===== config.mk =====
export PLATFORM = sky130hd
export DESIGN_NAME = target_board
export DESIGN_NICKNAME = d
export VERILOG_FILES = /design/src/rtl/target_board.sv
export SDC_FILE = /design/constraint.sdc
export NUM_CORES = 1
export LEC_CHECK = 0
export CORE_ASPECT_RATIO = 0.6
export CORE_MARGIN = 2
export CORE_UTILIZATION = 47
export CTS_CLUSTER_SIZE = 24
export DETAILED_ROUTE_END_ITERATION = 10
export GPL_TIMING_DRIVEN = 0
export PLACE_DENSITY = 0.78
export SYNTH_ARGS = -nofsm -noshare
export SYNTH_HDL_FRONTEND = slang
export SYNTH_SLANG_ARGS = --single-unit

===== constraint.sdc =====
create_clock -name CLK -period 2.21 [get_ports CLK]
set_input_delay 0.442 -clock CLK [delete_from_list [all_inputs] [get_ports CLK]]
set_output_delay 0.442 -clock CLK [all_outputs]
set_load 0.01 [all_outputs]

===== src/rtl/target_board.sv =====
// target_board: battleship-style target selector.
// Holds a 16-cell ship map, debounces a raw fire button, latches the aimed
// cell, and issues a one-cycle shot (or repeat) pulse to the gunner stage
// while keeping shot / remaining-ship tallies until the board is cleared.
module target_board #(
  parameter int DB_CYCLES = 4
) (
  input  logic        CLK,
  input  logic        NRST,
  input  logic        LOAD,
  input  logic [15:0] MAPIN,
  input  logic [1:0]  ROWSEL,
  input  logic [1:0]  COLSEL,
  input  logic        BTNRAW,
  output logic        IPTSHIP,
  output logic        BTNIPT,
  output logic        CLR,
  output logic        REPEAT,
  output logic [4:0]  SHOTCNT,
  output logic [4:0]  SHIPSLEFT,
  output logic        DONE
);

  localparam logic [2:0] IDLE         = 3'd0;
  localparam logic [2:0] ARMED        = 3'd1;
  localparam logic [2:0] DEBOUNCE     = 3'd2;
  localparam logic [2:0] FIRE         = 3'd3;
  localparam logic [2:0] WAIT_RELEASE = 3'd4;
  localparam logic [2:0] OVER         = 3'd5;

  // Counter value on the cycle that completes a debounce window.
  localparam logic [7:0] DB_LAST = 8'(DB_CYCLES - 1);

  logic        bs_meta, bs;
  logic [2:0]  state, state_nxt;
  logic [7:0]  db_cnt, db_cnt_nxt;
  logic [15:0] map_q, fired_q;
  logic [3:0]  tgt;
  logic        clr_q;
  logic [4:0]  shotcnt_q, shipsleft_q;

  logic in_fire, tgt_fired, tgt_ship, fresh, last_hit, capture, commit;

  function automatic logic [4:0] popcount16(input logic [15:0] v);
    logic [4:0] c;
    c = '0;
    for (int i = 0; i < 16; i++) c = c + 5'(v[i]);
    return c;
  endfunction

  // Two-flop synchronizer on the raw button; only bs is used downstream.
  always_ff @(posedge CLK or negedge NRST) begin
    if (!NRST) begin
      bs_meta <= 1'b0;
      bs      <= 1'b0;
    end else begin
      bs_meta <= BTNRAW;
      bs      <= bs_meta;
    end
  end

  // Shot decode is purely from registered state, map, mask and target.
  assign in_fire   = (state == FIRE);
  assign tgt_fired = fired_q[tgt];
  assign tgt_ship  = map_q[tgt];
  assign fresh     = in_fire & ~tgt_fired;
  assign last_hit  = fresh & tgt_ship & (shipsleft_q == 5'd1);

  // A load on the same edge wins over both target capture and shot commit.
  assign capture = (state == DEBOUNCE) & bs & (db_cnt == DB_LAST) & ~LOAD;
  assign commit  = fresh & ~LOAD;

  // Next-state and debounce counter; LOAD overrides every transition.
  always_comb begin
    state_nxt  = state;
    db_cnt_nxt = db_cnt;
    case (state)
      IDLE: ;
      ARMED: begin
        if (bs) begin
          state_nxt  = DEBOUNCE;
          db_cnt_nxt = '0;
        end
      end
      DEBOUNCE: begin
        if (!bs)                    state_nxt  = ARMED;
        else if (db_cnt == DB_LAST) state_nxt  = FIRE;
        else                        db_cnt_nxt = db_cnt + 8'd1;
      end
      FIRE: begin
        state_nxt  = last_hit ? OVER : WAIT_RELEASE;
        db_cnt_nxt = '0;
      end
      WAIT_RELEASE: begin
        if (bs)                     db_cnt_nxt = '0;
        else if (db_cnt == DB_LAST) state_nxt  = ARMED;
        else                        db_cnt_nxt = db_cnt + 8'd1;
      end
      OVER: ;
      default: state_nxt = IDLE;
    endcase
    if (LOAD) begin
      state_nxt  = (MAPIN == 16'h0000) ? OVER : WAIT_RELEASE;
      db_cnt_nxt = '0;
    end
  end

  // State and debounce counter registers.
  always_ff @(posedge CLK or negedge NRST) begin
    if (!NRST) begin
      state  <= IDLE;
      db_cnt <= '0;
    end else begin
      state  <= state_nxt;
      db_cnt <= db_cnt_nxt;
    end
  end

  // Target latch: cursor is frozen at the edge that enters FIRE.
  always_ff @(posedge CLK or negedge NRST) begin
    if (!NRST)        tgt <= '0;
    else if (capture) tgt <= {ROWSEL, COLSEL};
  end

  // Board contents and tallies: reloaded on LOAD, updated when a fresh shot retires.
  always_ff @(posedge CLK or negedge NRST) begin
    if (!NRST) begin
      map_q       <= '0;
      fired_q     <= '0;
      shotcnt_q   <= '0;
      shipsleft_q <= '0;
    end else if (LOAD) begin
      map_q       <= MAPIN;
      fired_q     <= '0;
      shotcnt_q   <= '0;
      shipsleft_q <= popcount16(MAPIN);
    end else if (commit) begin
      fired_q[tgt] <= 1'b1;
      shotcnt_q    <= shotcnt_q + 5'd1;
      if (tgt_ship) shipsleft_q <= shipsleft_q - 5'd1;
    end
  end

  // One-cycle clear pulse following each load.
  always_ff @(posedge CLK or negedge NRST) begin
    if (!NRST) clr_q <= 1'b0;
    else       clr_q <= LOAD;
  end

  assign BTNIPT    = fresh;
  assign IPTSHIP   = fresh & tgt_ship;
  assign REPEAT    = in_fire & tgt_fired;
  assign CLR       = clr_q;
  assign SHOTCNT   = shotcnt_q;
  assign SHIPSLEFT = shipsleft_q;
  assign DONE      = (state == OVER);

endmodule


==> summary.txt, run 1 <==
Update from the flow run.

The net count reported at finish is 432. The first global-routing pass estimated around 14 mm of wire. Counting the inverters off the clock network in the layout gives 32.

In the setup report, the worst path falls into the class in2reg. The analysis attributes to cell leakage a power of 2.07 nW. The timing report shows the most common cell along the critical path to be sky130_fd_sc_hd__fa_2. The critical path depth is 13. The number of warning messages in the yosys log is 0.

Summing the areas of all compound-gate instances in the mapped netlist gives 10.7% of the synthesized area. The number of cells in the design after placement is 465. According to the timing report, the critical path is captured at SHIPSLEFT[2]. The peak clock frequency supported by timing is 302 MHz. The total wirelength of the detailed-routed design is ~8.4 mm. Across the placement rows, the number of tap cells is 104. The number of global-route vias before repair came to about 2,800. The cell sequence reported for the critical path is buf_8, inv_4, fa_2, fa_2, fa_2, fa_2, inv_2, ha_4, inv_2, fa_2, xnor2_2, nand2_1, o21ai_1. For this run, the leading register cell type out of synthesis is sky130_fd_sc_hd__dfrtp_1. The length of routed wiring on met1 is 3.84 mm. The number of register bits inferred by synthesis is 60.

The netlist uses approximately 59 different library cells. The setup slack of the critical path after layout is -1110 ps. The critical path launch point is MAPIN[0]. The maximum vdd ir drop is around 500 uV. The clock latency on the worst-skew pair is 330 ps. The checks that failed: negative setup slack. Per the run summary, max-cap violations total 0. The number of buffers on the longest clock path is 2. The flow ran to the end, but the final reports show violations.

The top-area cell type share of the netlist area is 43.0%. The layout contains a multi-input combinational cell count of 215. 0 antenna diodes ended up in the layout. The peak fanout along the critical path is 2. The final timing report counts setup violations totalling 8.

The layout has ~70 buffers outside the clock class. The transition time at the pin with the least slew margin is 800 ps. The cell area reported after detailed placement is 0.00404 sq mm. The sum of internal, switching and leakage power is 3.41 mW. The number of enable flip-flop cells is 0. Per the OpenROAD floorplan log, the width of the die is 115 um.
**Run 1: wires at chosen ports, followed through buffers**

Scale: 4 px per um.
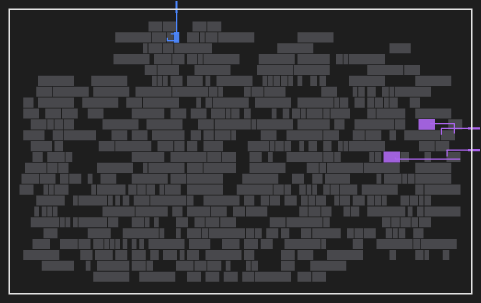
legend:
  blue:
    port: `BTNIPT`
    direction: output
    edge: north
    end_cells: 1
    buffers: 1
    wire: 10.2 um
  purple:
    port: `COLSEL`
    direction: input
    edge: east
    end_cells: 2
    buffers: 2
    wire: 39.8 um

**Run 1: local utilization**

Scale: 4 px per um. The die is cut into 12 by 7 equal tiles; dark blue is low, red is high, 0 to 100% covered.
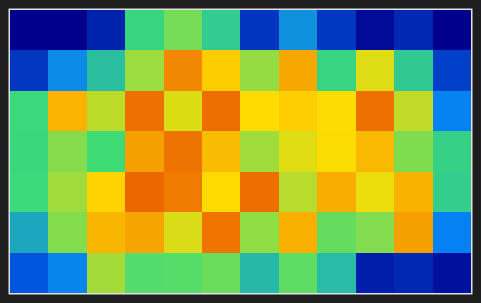
mean over tiles: 54%
densest ninth of the die: centre
tiles over 75% full: 29%
nearly empty tiles: 3.6%
fullest tile: 88%

**Run 1: cell outlines without signal wires**

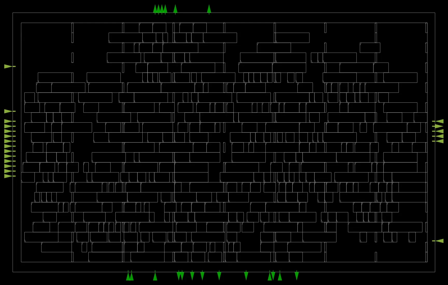
flip-flop and latch share of the layout cell area: 32.9%
core area: 0.00724 sq mm
post-route non-filler standard cell count: 494
FP Rows: 24

==> run 2: changes to the inputs <==
Settings changed: GPL_TIMING_DRIVEN 0 to 1.
**Run 2: met1 routing**

Scale: 6 px per um. Supply wires on this layer in grey. Cells faint in the background.
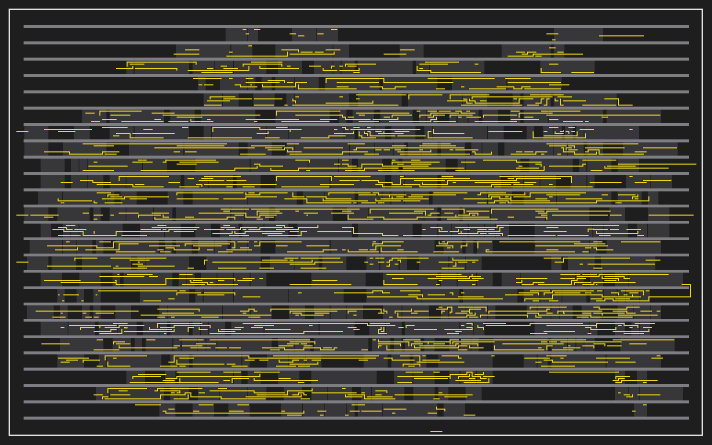
main direction: horizontal
nets with wire on the layer: 433
longest straight run: 23.9 um
share of all routed wire: 46%
wire length on this layer: 4,160 um

==> summary.txt, run 2 <==
Update from the flow run.

Per the synthesis report, the XOR/XNOR share of the synthesized area is 2.76%. The sum of internal, switching and leakage power came to 3.65 mW (+6.9%). The total area of multi-input combinational cells is 0.00188 sq mm. The number of global-route vias before repair is 2,885 (+4.3%).

The synthesis report names the predominant flop master as sky130_fd_sc_hd__dfrtp_1. The AND-OR/OR-AND share of the synthesized area is 10.7% (unchanged). Across the whole layout, storage elements account for 0.00150 sq mm.

The total standard cell area after synthesis is 0.00349 sq mm. The clock latency on the worst-skew pair is 330 ps (about the same). In this run the worst setup path terminates at SHIPSLEFT[3].

The number of warning messages in the yosys log came to 0 (unchanged). The number of cells on the worst reg-to-reg path is 11. The final tally of max-slew violations is 0. The flow ran to the end, but the final reports show violations. The non-clock inverter instance count of the final layout came to 32 (unchanged).

The power of the clock network is 1.43 mW. The count of buffers not belonging to the clock network in the layout was 102 (+46%). The peak clock frequency supported by timing is 310 MHz (+2.9%).

The critical path class is in2reg. The total global routing track utilization is 23.6%. Traced cell by cell, the critical path runs through buf_8, inv_4, fa_1, fa_2, fa_2, fa_1, inv_1, ha_1, a21o_1, a21oi_2, xor2_1, nand2_1, o31a_1. The number of register bits inferred by synthesis is 60 (unchanged). The row count is 24 (unchanged). The die area is 0.00816 sq mm. The die outline width is 115 um (unchanged).

The number of antenna repair diodes was 0 (unchanged). The cell area reported after detailed placement is 0.00424 sq mm (+5.0%). The worst-case clock skew is 5.09 ps. The top-area cell type share of the netlist area is 43.0% (unchanged). The number of buffers on the longest clock path was 2 (unchanged). The clock network fraction of design power is slightly below 40%. The worst hold slack across all endpoints is 107 ps. The transition time at the pin with the least slew margin is 593 ps (-208 ps).

The total wirelength of the detailed-routed design is 9.01 mm (+7.5%). The final setup violation count is 10 (+2). The number of enable flip-flop cells is 0 (unchanged). The cell class contributing the biggest share of worst-path delay is adder cells. The checks that failed: negative setup slack.

The peak fanout along the critical path is 2 (unchanged). The count of different cell masters after synthesis was 59 (unchanged). The total number of tap cells was 104 (unchanged). The largest total area in the synthesized netlist belongs to sky130_fd_sc_hd__dfrtp_1. The multi-input logic cell count is 215 (unchanged). Synthesis produced a netlist with a net count of 366. The net count reported at finish came to 464 (+7.4%).

The startpoint of the worst register-to-register path is tgt[1]. After synthesis, the design contains 322 cells according to Yosys. The critical path depth is 13 (unchanged). The largest net degree at the start of global routing is 61. The flop share of the area was 30.6% (-2.3 points). The critical path launch point is MAPIN[7].

The chip area line of the yosys report is 0.00349 sq mm. The setup slack of the critical path after layout was -1010 ps (+94.0 ps). The final route contains 2,856 vias. The placeable core region is 0.00724 sq mm (unchanged).

Checking max transition, the worst relative margin is 60.5%. The leakage power is 2.29 nW (+10%). The length of routed wiring on met1 came to 4.16 mm (+8.1%).

The number of cells in the design after placement is 492 (+5.8%). The number of max-cap violations is 0 (unchanged). In this run the power density over the cells is 742 mW/mm^2. The maximum vdd ir drop is 465 uV (-4.2%). Cells with a size suffix above 1 make up 37.5% of the layout.

The wire length of the first global-routing pass is 14.6 mm (+6.2%).
**Run 2: cell outlines without signal wires**

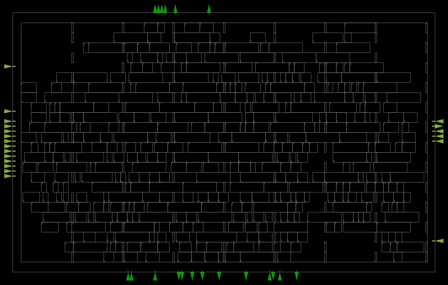
post-route non-filler standard cell count: 528
fillcell total: 528

No activity file was given, so power comes from the tool's default toggle rates.
